==> config.mk <==
export PLATFORM = sky130hd
export DESIGN_NAME = ss_descale
export DESIGN_NICKNAME = d
export VERILOG_FILES = /design/src/rtl/ss_descale.sv
export SDC_FILE = /design/constraint.sdc
export NUM_CORES = 1
export LEC_CHECK = 0
export CORE_ASPECT_RATIO = 1.1
export CORE_MARGIN = 1
export CORE_UTILIZATION = 32
export CTS_CLUSTER_DIAMETER = 80
export DETAILED_ROUTE_END_ITERATION = 10
export SLEW_MARGIN = 20
export SYNTH_ARGS = -nofsm -noshare
export SYNTH_HDL_FRONTEND = slang
export SYNTH_SLANG_ARGS = --single-unit
==> constraint.sdc <==
create_clock -name clk -period 5.3 [get_ports clk]
set_clock_uncertainty 0.15 [all_clocks]
set_input_delay 0.53 -clock clk [delete_from_list [all_inputs] [get_ports clk]]
set_output_delay 0.53 -clock clk [all_outputs]
set_load 0.01 [all_outputs]
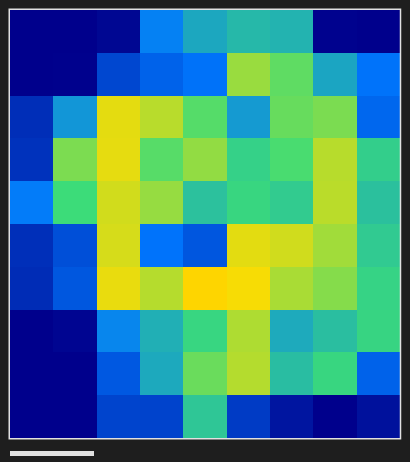
**Above:** local utilization.
Bar = 20 um. The die is cut into 9 by 10 equal tiles; dark blue is low, red is high, 0 to 100% covered.
tiles over 75% full = 1.1%
nearly empty tiles = 16%
emptiest ninth of the die = south-west
Core Area: 8830 sq um
final core occ: 40.4%
Initial Util: 32.8%

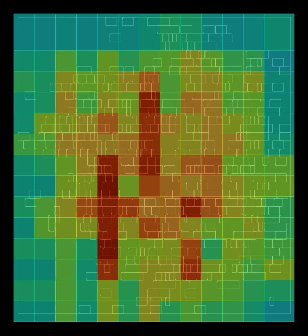
**Above:** routing congestion.
Routed WL per cell: 15.2 um
met1 Track Usage GR: 22.7%
met3 GRT Util: 2.10%

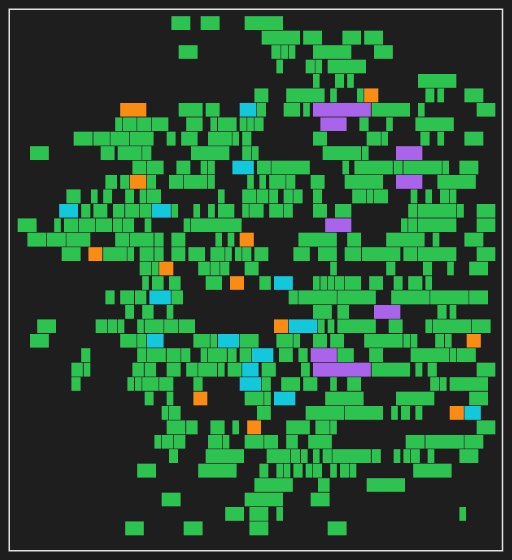
**Above:** drive-strength map.
_3 and _4 cells -> orange  # cells 12, share 2.9%
_2 cells -> cyan  # cells 14, share 3.4%
_0 and _1 cells -> green  # cells 377, share 92%
_6 and larger -> purple  # cells 8, share 1.9%
Final WS setup: 0.819 ns
Area growth syn-to-layout: 23.1%
Design Area, Final: 3560 sq um
bufs w/o clock: 51

==> qor.csv <==
stage;metric;value;unit
outcome;run_status;complete, no violations;
die;die_w;92.7;um
yosys;synthesis.area;2900;sq um
global_route;grt_pass1_wl;13.0;mm
global_route;first_global_vias;2662;
clock_network;clk_path_buf_depth;2;
timing;grt_setup_unrepaired;no;
setup_path;crit_path_max_incr_delay;0.48;ns
clock_network;clock-sinks;42;
yosys;syn_avg_cell_area;7.68;sq um
routing;vias;2893;
finish;fin_nets;445;
timing;fin_crit;4.48;ns
global_route;antenna_found_initial;0;
finish;fin_cells;525;
die;rows;36;
setup_path;start_kind;flop;
pwr;combPwrFrac;32.7;%
clock_network;cts-root-buf;clkbuf_8;
routing;wl;7.97;mm
setup_path;cp_max_fo;24;
pwr;pg_clk;0.311;mW
setup_path;reg2reg_setup_slack;0.82;ns
yosys;numSynthFlops;42;
finish;nonClkBufAreaFrac;13.6;%
die;nWellTaps;114;
timing;slew_headroom;52.1;%
finish;design.seq.count;42;
place;dpl-instance-area;3420;sq um
pwr;p_sw;0.316;mW
finish;comb_area;1930;sq um
pwr;powerSeq;0.373;mW
clock_network;cts_tree;done;
finish;sh_seq_area;23.6;%
timing;maxSlewViolCount;0;
place;dp_cells;517;
finish;inverters;7;
die;die-area;9430;sq um
pwr;p_leak;1.39;nW
routing;route.met3.wl;313;um
pwr;internal_power;0.701;mW
finish;clkbuf_count;6;
setup_path;reg2reg_depth;17;
finish;flop_area;841;sq um
finish;antenna-diode-count;0;
cells by family (layout without fill, tap and decap cells):
kind of cell / after synthesis / count (layout) / synth area share (%)
and+or+nand+nor: 151 / 151 / 25.0
muxes: 16 / 16 / 6.31
buffers and inverters: 33 / 66 / 4.62
DFF: 42 / 42 / 29.0
xor gates and xnor gates: 9 / 9 / 2.72
other: 1 / 2 / 0.130
adders and majority gates: 12 / 12 / 5.45
AOI/OAI and AO/OA: 113 / 113 / 26.7
critical path: cells and delay by family, from the launching register on:
family          cells  cell delay, ns
buf+inv             3            0.41
flops               1            0.34
compound gates      5            1.31
fa+ha+maj           3            0.78
simple gates        5            1.11
mux                 1            0.24
Power figures rest on the tool's default switching activity, not on a simulated workload.
